### Gate-type map, run 1

Scale: 8 px per µm.
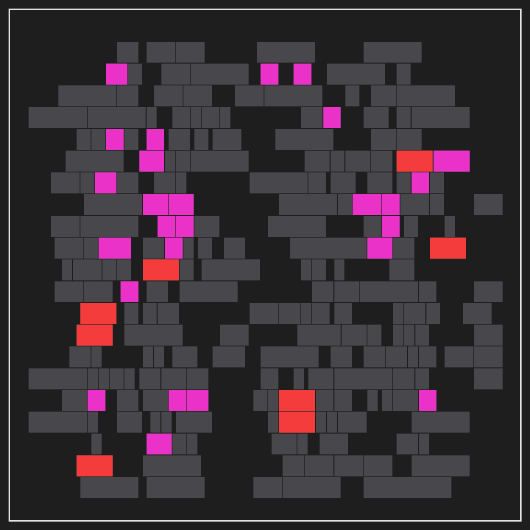
### Port wiring, run 1

Scale: 4 px per µm.
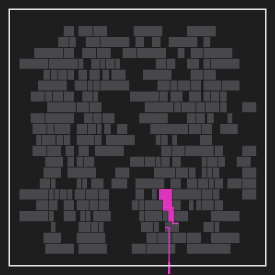
### I/O pins on the die edge, run 1

Scale: 8 px per µm. Pins as bars across the die edge, other pins in grey.
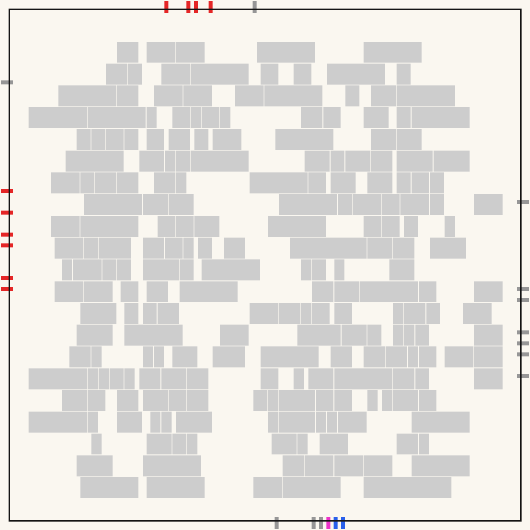
### Cells by drive strength, run 1

Scale: 8 px per µm.
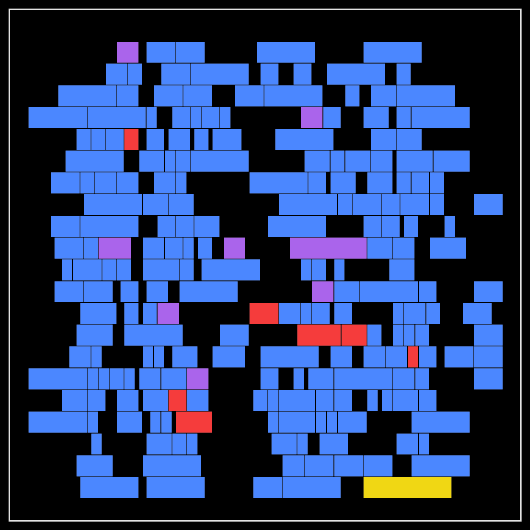
**src/rtl/breakout_pkg.sv**
```systemverilog
// Shared Breakout definitions: game state encodings
// and overlay colours used by the top-level colour mux.
package breakout_pkg;

    typedef enum logic [2:0] {
        ST_ATTRACT   = 3'd0,
        ST_SERVE     = 3'd1,
        ST_PLAY      = 3'd2,
        ST_MISS_WAIT = 3'd3,
        ST_GAME_OVER = 3'd4,
        ST_WIN       = 3'd5
    } state_t;

    localparam logic [11:0] COL_BLANK     = 12'h000;
    localparam logic [11:0] COL_ATTRACT   = 12'hFFF;
    localparam logic [11:0] COL_GAME_OVER = 12'hF00;
    localparam logic [11:0] COL_WIN       = 12'h0F0;

    function automatic logic isEndState(input state_t s);
        return (s == ST_GAME_OVER) || (s == ST_WIN);
    endfunction

endpackage

```
**src/rtl/btn_edge_sync.sv**
```systemverilog
// Two-flop synchronizer for an asynchronous button
// followed by a registered one-cycle rising-edge pulse.
module btn_edge_sync (
    input  logic clock,
    input  logic reset,
    input  logic button,
    output logic pulse
);

    logic [1:0] sync;
    logic       prev;

    // Synchronize, remember last level, emit pulse on 0->1
    always_ff @(posedge clock) begin
        if (!reset) begin
            sync  <= '0;
            prev  <= 1'b0;
            pulse <= 1'b0;
        end else begin
            sync  <= {sync[0], button};
            prev  <= sync[1];
            pulse <= sync[1] & ~prev;
        end
    end

endmodule

```
**src/rtl/breakout_game_ctrl.sv**
```systemverilog
// Breakout game sequencer: serve/play/miss/end states,
// lives, score, bricks remaining and end-screen blink.
module breakout_game_ctrl
    import breakout_pkg::*;
#(
    parameter int LIVES_INIT   = 3,
    parameter int LIVES_W      = 2,
    parameter int SCORE_W      = 10,
    parameter int BRICKS       = 40,
    parameter int MISS_FRAMES  = 60,
    parameter int BLINK_FRAMES = 30
) (
    input  logic               clock,
    input  logic               reset,
    input  logic               frame_tick,
    input  logic               btnC,
    input  logic               brick_hit,
    input  logic               ball_miss,
    output logic               paddle_en,
    output logic               ball_en,
    output logic               ball_rst,
    output logic [LIVES_W-1:0] lives,
    output logic [SCORE_W-1:0] score,
    output logic [2:0]         game_state,
    output logic               blink
);

    localparam int BW   = $clog2(BRICKS + 1);
    localparam int FMAX = (MISS_FRAMES > BLINK_FRAMES) ? MISS_FRAMES : BLINK_FRAMES;
    localparam int FW   = $clog2(FMAX + 1);

    localparam logic [FW-1:0]      MISS_LAST   = FW'(MISS_FRAMES - 1);
    localparam logic [FW-1:0]      BLINK_LAST  = FW'(BLINK_FRAMES - 1);
    localparam logic [BW-1:0]      BRICKS_LOAD = BW'(BRICKS);
    localparam logic [LIVES_W-1:0] LIVES_LOAD  = LIVES_W'(LIVES_INIT);

    state_t         state;
    state_t         stateNext;
    logic [BW-1:0]  bricksLeft;
    logic [FW-1:0]  frameCnt;
    logic           start;
    logic           lastBrick;
    logic           reload;
    logic           frameCounting;

    btn_edge_sync uStart (
        .clock  (clock),
        .reset  (reset),
        .button (btnC),
        .pulse  (start)
    );

    assign game_state    = state;
    assign reload        = start && (state == ST_ATTRACT || isEndState(state));
    assign frameCounting = (state == ST_MISS_WAIT) || isEndState(state);

    // Next-state selection and Moore output decode
    always_comb begin
        stateNext = state;
        lastBrick = 1'b0;
        paddle_en = 1'b0;
        ball_en   = 1'b0;
        ball_rst  = 1'b1;
        unique case (state)
            ST_ATTRACT: begin
                if (start) stateNext = ST_SERVE;
            end
            ST_SERVE: begin
                paddle_en = 1'b1;
                if (start) stateNext = ST_PLAY;
            end
            ST_PLAY: begin
                paddle_en = 1'b1;
                ball_en   = 1'b1;
                ball_rst  = 1'b0;
                lastBrick = brick_hit && (bricksLeft == BW'(1));
                if (lastBrick)
                    stateNext = ST_WIN;
                else if (ball_miss)
                    stateNext = (lives == LIVES_W'(1)) ? ST_GAME_OVER : ST_MISS_WAIT;
            end
            ST_MISS_WAIT: begin
                if (frame_tick && frameCnt == MISS_LAST) stateNext = ST_SERVE;
            end
            ST_GAME_OVER, ST_WIN: begin
                if (start) stateNext = ST_SERVE;
            end
            default: stateNext = ST_ATTRACT;
        endcase
    end

    // State register
    always_ff @(posedge clock) begin
        if (!reset) state <= ST_ATTRACT;
        else        state <= stateNext;
    end

    // Lives, score and bricks: reload on new game, update in play
    always_ff @(posedge clock) begin
        if (!reset) begin
            lives      <= LIVES_LOAD;
            score      <= '0;
            bricksLeft <= BRICKS_LOAD;
        end else if (reload) begin
            lives      <= LIVES_LOAD;
            score      <= '0;
            bricksLeft <= BRICKS_LOAD;
        end else if (state == ST_PLAY) begin
            if (brick_hit) begin
                if (score != '1)      score      <= score + SCORE_W'(1);
                if (bricksLeft != '0) bricksLeft <= bricksLeft - BW'(1);
            end
            if (ball_miss && !lastBrick && lives != '0)
                lives <= lives - LIVES_W'(1);
        end
    end

    // Frame counter and end-screen blink phase
    always_ff @(posedge clock) begin
        if (!reset) begin
            frameCnt <= '0;
            blink    <= 1'b0;
        end else begin
            if (stateNext != state) begin
                frameCnt <= '0;
            end else if (frame_tick && frameCounting) begin
                if (isEndState(state) && frameCnt == BLINK_LAST) begin
                    frameCnt <= '0;
                    blink    <= ~blink;
                end else begin
                    frameCnt <= frameCnt + FW'(1);
                end
            end
            if (!isEndState(stateNext)) blink <= 1'b0;
        end
    end

endmodule
```
**config.mk**
```make
export PLATFORM = sky130hd
export DESIGN_NAME = breakout_game_ctrl
export DESIGN_NICKNAME = d
export VERILOG_FILES = /design/src/rtl/breakout_pkg.sv /design/src/rtl/btn_edge_sync.sv /design/src/rtl/breakout_game_ctrl.sv
export SDC_FILE = /design/constraint.sdc
export NUM_CORES = 1
export LEC_CHECK = 0
export CORE_MARGIN = 2
export CORE_UTILIZATION = 49
export DETAILED_ROUTE_END_ITERATION = 6
export PLACE_DENSITY = 0.7
export SYNTH_ARGS = -nofsm -noshare
export SYNTH_HDL_FRONTEND = slang
export SYNTH_SLANG_ARGS = --single-unit
```
**constraint.sdc**
```tcl
create_clock -name clock -period 4.4 [get_ports clock]
set_clock_uncertainty 0.15 [all_clocks]
set_input_delay 1.32 -clock clock [delete_from_list [all_inputs] [get_ports clock]]
set_output_delay 1.32 -clock clock [all_outputs]
set_load 0.05 [all_outputs]
```
==> reports/results.tsv, run 1 <==
metric	value	unit
die_area	0.004067	mm²
regArea	640.6	µm²
drc	0	
dr.pass1.iters	4	
topCombFamilyByArea	simple AND/OR/NAND/NOR gates	
max_stage_delay	0.81	ns
cp_num_buf_inv	1	
adder_share	0.05718	
grtUsageTotal	0.1953	
grt_pass1_vias	1443	
cts_resized	0	
antenna_left	0	
final_common_cell	dfxtp_1	
cp-startpoint	game_state[1]	
max_slew_margin	0.5826	
use_met3	0.04754	
synth_cells	196	
yosysCellCount	196	
yosys.area_share.simple	0.2652	
cts_tree	done	
grt_util_met1	0.2378	
arrival	2.18	ns
flops	32	
switching_power	123.4	µW
worst_pin_slew	0.6247	ns
leakage	0.7583	nW
syn_nets	210	
worstRegToRegCells	4	
clock_latency	0.33	ns
synth-edff-count	0	
powerDensity	259.7	mW/mm²
cts.clk_slew.worst_paths	0.11	ns
xor_share	0.05004	
logic_area	0.001044	mm²
top_register	score	
min_to	uStart.pulse	
setup-tns-final	0	ns
log.warning_count	30	
grt_first_pass_wirelength	6285	µm
place_inst	260	
clock_power_share	0.412	
layoutNonFillerInstCount	268	
synth.most_common_cell	dfxtp_1	
cp_cell_sequence	nand2b_1, a21oi_1, clkdlybuf4s50_1	
vias_per_cell	5.735	
reg2reg_slack	1.97	ns
cts_root_buf	clkbuf_4	
common_cells	dfxtp_1 (32), nand2_1 (15), a21oi_1 (13)	
status	finished, final reports clean	
vdd_drop_max	133.4	µV
core_area	0.003390	mm²
syn_area	0.001750	mm²
timing.final.crit_share	0.8287	
hold_slack	0.2356	ns
synth.top_cell.area_share	0.3660	
r2r_start	game_state[1]	
yosys-stat-area	0.001750	mm²
hpwl	2683	µm
ys.flop_type	dfxtp_1	
power_frac_seq	0.539	
grt_busiest_layer	met2	
met2_usage	0.3368	
diodes	0	
met1_length	1714	µm
largest_register_ffs	10	
ys_types	53	
htree_levels	2	
comb_cells	149	
top_regs	score: 10 flops, bricksLeft: 6 flops, frameCnt: 6 flops	
drv_slew	0	
final_cell_mix	dfxtp_1 (32), clkdlybuf4s50_1 (24), nand2_1 (15)	
seq_cell_power	293	µW
clock_area_frac	0.03821	
rsz0062_at_grt	false	
vias	1537	
finalSetupViolCount	0	
routedWlPerCell	13.54	µm
clock_buffers	5	
antenna_found_initial	0	
path_max_fanout	16	
preCtsSetupSlack	0.8368	ns
endpoint_kind	primary output	
largest_cell_class	combinational gates	
p_clk	224	µW
required	2.93	ns
synthMuxAreaShare	0.01716	
n_tap_cell	46	
wl	3628	µm
wl_met2	1753	µm
yosysWarningCount	0	
cap_violations	0	
met3WireLength	125	µm
synth_flops	32	
row_count	21	
top_layer_used	met4	
placedInstanceArea	0.002016	mm²
worstSetupPathType	reg2out	
drt-initial-drc-count	99	
finalHoldViolations	0	
hp-start	uStart.prev	
cts_setup_buffers	0	
comb-power	26.8	µW
start_kind	flip-flop	
synth.avg_cell_area	8.931	µm²
async_flop_share	0	
About 'Gate-type map':
fa/ha/maj cells: marked red, cells 8. and/or cells: marked magenta, cells 26.

About 'Port wiring':
ball_miss: marked magenta, bits 1, direction input, end cells 3, wire 20.8 µm.
port bufs: 24
IO Count: 25

About 'I/O pins on the die edge':
score: marked red, pins 10, direction output, edge 6 left, 4 top. ball_miss: marked magenta, pins 1, direction input, edge bottom. lives: marked blue, pins 2, direction output, edge bottom.
All pins by edge: 7 right, 7 left, 6 bottom, 5 top.

About 'Cells by drive strength':
x2: marked red, cells 7. x3 and x4: marked purple, cells 8, most used clkbuf_4. x6 and larger: marked yellow, cells 1, most used bufinv_16. x1 and smaller: marked blue, cells 206, most used dfxtp_1.
post-route cell area: 0.002096 mm²
Non-clk bufs: 24
Final WS setup: 0.7539 ns
area delta synth->final: 19.73%

--- run 2 (diff from run 1) ---
clock period = 3.8 ns   (was 4.4 ns; I/O delays follow)
### I/O pins on the die edge, run 2

Scale: 8 px per µm. Pins as bars across the die edge, other pins in grey.
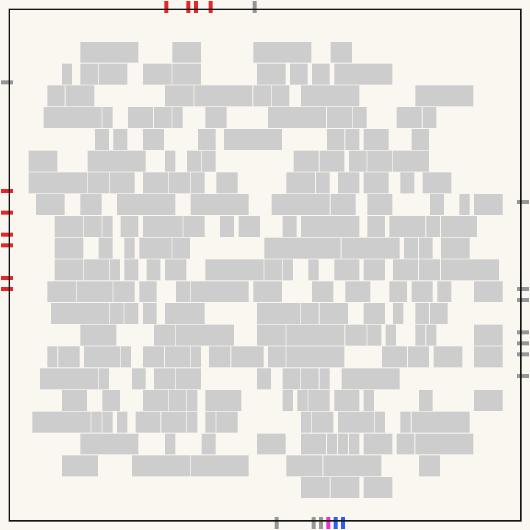
ball_miss: marked magenta, pins 1, direction input, edge bottom. score: marked red, pins 10, direction output, edge 6 left, 4 top. lives: marked blue, pins 2, direction output, edge bottom.
All pins by edge: 7 right, 7 left, 6 bottom, 5 top.
Die Wd: 63.77 µm
die y size: 63.77 µm

==> run 2 against run 1 <==
Effect of this change:
- routed wire length increased by 4.4%
- final area decreased by 0.36%
- first-iteration DRC count decreased by 33%
- clock power about the same
- non-clock buffer count increased by 1
- global-route usage increased by 0.14 points
- flip-flop count unchanged
- core utilization decreased by 0.22 points
- cell count unchanged
- highest routed layer unchanged
==> reports/results.tsv, run 2 <==
metric	value	unit	change
logic_area	0.001044	mm²	unchanged
row_count	21		unchanged
drt-initial-drc-count	66		was 99
regArea	640.6	µm²	unchanged
final_cell_mix	dfxtp_1 (32), clkdlybuf4s50_1 (24), nand2_1 (15)		unchanged
wl_met2	1800	µm	was 1753 µm
synthMuxAreaShare	0.01716		unchanged
clock_power_share	0.373		was 0.412
cts_resized	0		unchanged
worstSetupPathType	reg2out		unchanged
synth.most_common_cell	dfxtp_1		unchanged
n_tap_cell	46		unchanged
log.warning_count	30		unchanged
reg2reg_slack	1.61	ns	was 1.97 ns
synth.avg_cell_area	8.931	µm²	unchanged
syn_nets	210		unchanged
vias_per_cell	5.724		was 5.735
arrival	2.17	ns	was 2.18 ns
routedWlPerCell	14.13	µm	was 13.54 µm
met1_length	1803	µm	was 1714 µm
xor_share	0.05004		unchanged
path_max_fanout	16		unchanged
port_buffers	24		unchanged
largest_cell_class	combinational gates		unchanged
antenna_found_initial	0		unchanged
signal_buffers	25		was 24
htree_levels	2		unchanged
ys.flop_type	dfxtp_1		unchanged
required	2.51	ns	was 2.93 ns
grt_first_pass_wirelength	6348	µm	was 6285 µm
io_pins	25		unchanged
preCtsSetupSlack	0.6146	ns	was 0.8368 ns
p_clk	221	µW	was 224 µW
yosysWarningCount	0		unchanged
fin_area	0.002088	mm²	was 0.002096 mm²
yosysCellCount	196		unchanged
leakage	0.7587	nW	was 0.7583 nW
drv_slew	0		unchanged
top_register	score		unchanged
placedInstanceArea	0.002023	mm²	was 0.002016 mm²
grt_busiest_layer	met2		unchanged
min_to	uStart.pulse		unchanged
yosys-stat-area	0.001750	mm²	unchanged
max_slew_margin	0.5121		was 0.5826
hold_slack	0.2412	ns	was 0.2356 ns
start_kind	flip-flop		unchanged
final_common_cell	dfxtp_1		unchanged
endpoint_kind	primary output		unchanged
cts_tree	done		unchanged
grtUsageTotal	0.1966		was 0.1953
finalHoldViolations	0		unchanged
area_growth	19.30	%	was 19.73%
async_flop_share	0		unchanged
vias	1534		was 1537
met2_usage	0.3250		was 0.3368
rsz0062_at_grt	false		unchanged
adder_share	0.05718		unchanged
r2r_start	game_state[1]		unchanged
top_layer_used	met4		unchanged
max_stage_delay	0.82	ns	was 0.81 ns
status	finished, final reports clean		unchanged
antenna_left	0		unchanged
finalSetupViolCount	0		unchanged
seq_cell_power	340	µW	was 293 µW
core_area	0.003390	mm²	unchanged
yosys.area_share.simple	0.2652		unchanged
common_cells	dfxtp_1 (32), nand2_1 (15), a21oi_1 (13)		unchanged
clock_latency	0.34	ns	was 0.33 ns
ys_types	53		unchanged
synth_cells	196		unchanged
### Gate-type map, run 2

Scale: 8 px per µm.
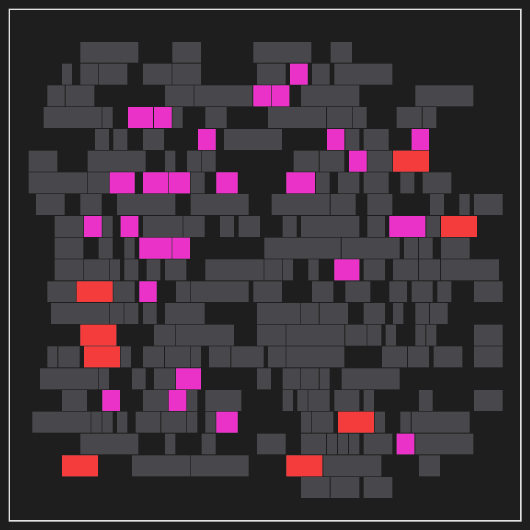
and/or cells: marked magenta, cells 26. fa/ha/maj cells: marked red, cells 8.
Comb/total area: 0.4997
tally of non-filler cells in the final layout: 268

--- run 3 (diff from run 2) ---
CTS_BUF_LIST = sky130_fd_sc_hd__clkbuf_8   (was not set)
### Gate-type map, run 3

Scale: 8 px per µm.
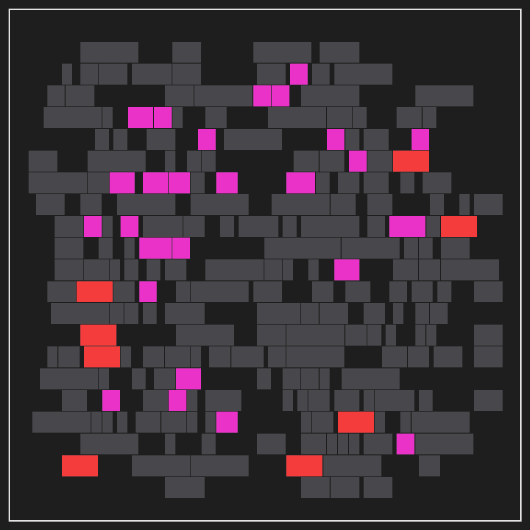
fa/ha/maj cells: marked red, cells 8. and/or cells: marked magenta, cells 26.
Comb/total area: 0.4923
Commonest Layout Cell: dfxtp_1

==> run 3 against run 2 <==
Effect of this change:
- setup slack improved by 0.072 ns
- hold slack got worse by 0.0055 ns
- maximum frequency rose by 2.1%
- clock power rose by 28%
- die size did not move
- synthesized area did not move
- sequential share of layout area fell by 0.45 points
- power rose by 10%
- highest routed layer unchanged
- combinational power barely moved
- final area rose by 1.5%
- global-route usage rose by 0.075 points
- count of clock-buffer cells in the layout did not move
==> reports/results.tsv, run 3 <==
metric	value	unit	change
status	finished, final reports clean		unchanged
grt_busiest_layer	met2		unchanged
p_clk	283	µW	was 221 µW
arrival	2.10	ns	was 2.17 ns
largest_cell_class	combinational gates		unchanged
internal_power	511.6	µW	was 455.1 µW
reg2reg_slack	1.62	ns	was 1.61 ns
comb-power	31.3	µW	was 31.4 µW
leakage	0.7716	nW	was 0.7587 nW
seq_cell_power	340	µW	about the same
worst_pin_slew	0.7192	ns	was 0.7302 ns
die_area	0.004067	mm²	unchanged
min_to	uStart.pulse		unchanged
cts_resized	0		unchanged
required	2.51	ns	about the same
cp-startpoint	game_state[1]		unchanged
finalHoldViolations	0		unchanged
area_growth	21.09	%	was 19.30%
top_layer_used	met4		unchanged
xor_share	0.05004		unchanged
diodes	0		unchanged
hpwl	2769	µm	unchanged
yosysCellCount	196		unchanged
clock_latency	0.29	ns	was 0.34 ns
syn_nets	210		unchanged
synth.most_common_cell	dfxtp_1		unchanged
synth-edff-count	0		unchanged
clock_area_frac	0.04545		was 0.03116
powerDensity	308.6	mW/mm²	was 283.6 mW/mm²
ys_types	53		unchanged
cp_num_buf_inv	1		unchanged
synthMuxAreaShare	0.01716		unchanged
synth.top_cell.area_share	0.3660		unchanged
signal_buffers	25		unchanged
cap_violations	0		unchanged
wl	3777	µm	was 3788 µm
adder_share	0.05718		unchanged
synth_cells	196		unchanged
ys.flop_type	dfxtp_1		unchanged
top_register	score		unchanged
yosysWarningCount	0		unchanged
clock_power_share	0.432		was 0.373
rsz0062_at_grt	false		unchanged
top_regs	score: 10 flops, bricksLeft: 6 flops, frameCnt: 6 flops		unchanged
cts.clk_slew.worst_paths	0.07	ns	was 0.11 ns
synth.avg_cell_area	8.931	µm²	unchanged
drc	0		unchanged
hold-path-cell-count	1		unchanged
r2r_start	game_state[1]		unchanged
wl_met2	1797	µm	was 1800 µm
flops	32		unchanged
grt_pass1_vias	1404		was 1395
setup-tns-final	0	ns	unchanged
dr.pass1.iters	4		unchanged
yosys.area_share.simple	0.2652		unchanged
max_stage_delay	0.82	ns	about the same
layoutNonFillerInstCount	268		unchanged
synth_flops	32		unchanged
yosys-stat-area	0.001750	mm²	unchanged
cp_cell_sequence	nand2b_1, a21oi_1, clkdlybuf4s50_1		unchanged
timing.final.crit_share	0.8921		was 0.9110
hp-start	uStart.prev		unchanged
fin_area	0.002120	mm²	was 0.002088 mm²
grtUsageTotal	0.1974		was 0.1966
row_count	21		unchanged
log.warning_count	30		unchanged
port_buffers	24		unchanged
die_w	63.77	µm	unchanged
switching_power	142.4	µW	was 137.2 µW
common_cells	dfxtp_1 (32), nand2_1 (15), a21oi_1 (13)		unchanged
topCombFamilyByArea	simple AND/OR/NAND/NOR gates		unchanged
met3WireLength	136	µm	was 113 µm
cts_root_buf	clkbuf_8		was clkbuf_4
final_cell_mix	dfxtp_1 (32), clkdlybuf4s50_1 (24), nand2_1 (15)		unchanged
endpoint_kind	primary output		unchanged
grt_first_pass_wirelength	6348	µm	unchanged
vias_per_cell	5.754		was 5.724
drt-initial-drc-count	71		was 66
comb_cells	149		unchanged
antenna_left	0		unchanged
vdd_drop_max	221.3	µV	was 146.3 µV
regArea	640.6	µm²	unchanged
worstSetupPathType	reg2out		unchanged
logic_area	0.001044	mm²	unchanged
met2_usage	0.3316		was 0.3250
syn_area	0.001750	mm²	unchanged
place_inst	261		unchanged
hold_slack	0.2357	ns	was 0.2412 ns
antenna_found_initial	0		unchanged
die_y	63.77	µm	unchanged
setup_ws	0.4100	ns	was 0.3381 ns
grt_util_met1	0.2417		was 0.2483
power_frac_seq	0.520		was 0.574
path_max_fanout	16		unchanged
fillers	287		was 291
cts_tree	done		unchanged
drv_slew	0		unchanged
routedWlPerCell	14.09	µm	was 14.13 µm
p_comb_frac	0.048		was 0.053
worstRegToRegCells	5		unchanged
max_slew_margin	0.5195		was 0.5121
vias	1542		was 1534
placedInstanceArea	0.002023	mm²	unchanged
async_flop_share	0		unchanged
met1_length	1769	µm	was 1803 µm
use_met3	0.04401		unchanged
io_pins	25		unchanged
maxPowerGroup	sequential cells		unchanged
### Placed standard cells, run 3

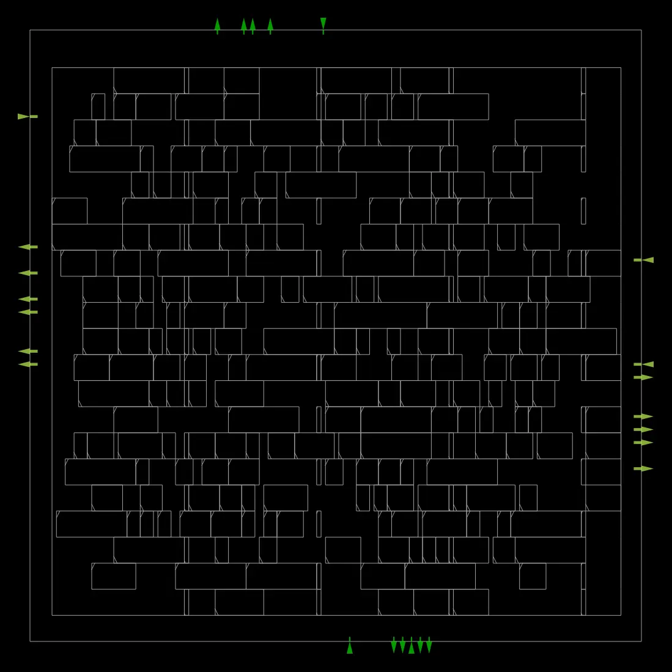
Well Taps: 46
post-layout util: 0.6253

Power and IR drop assume default switching activity.
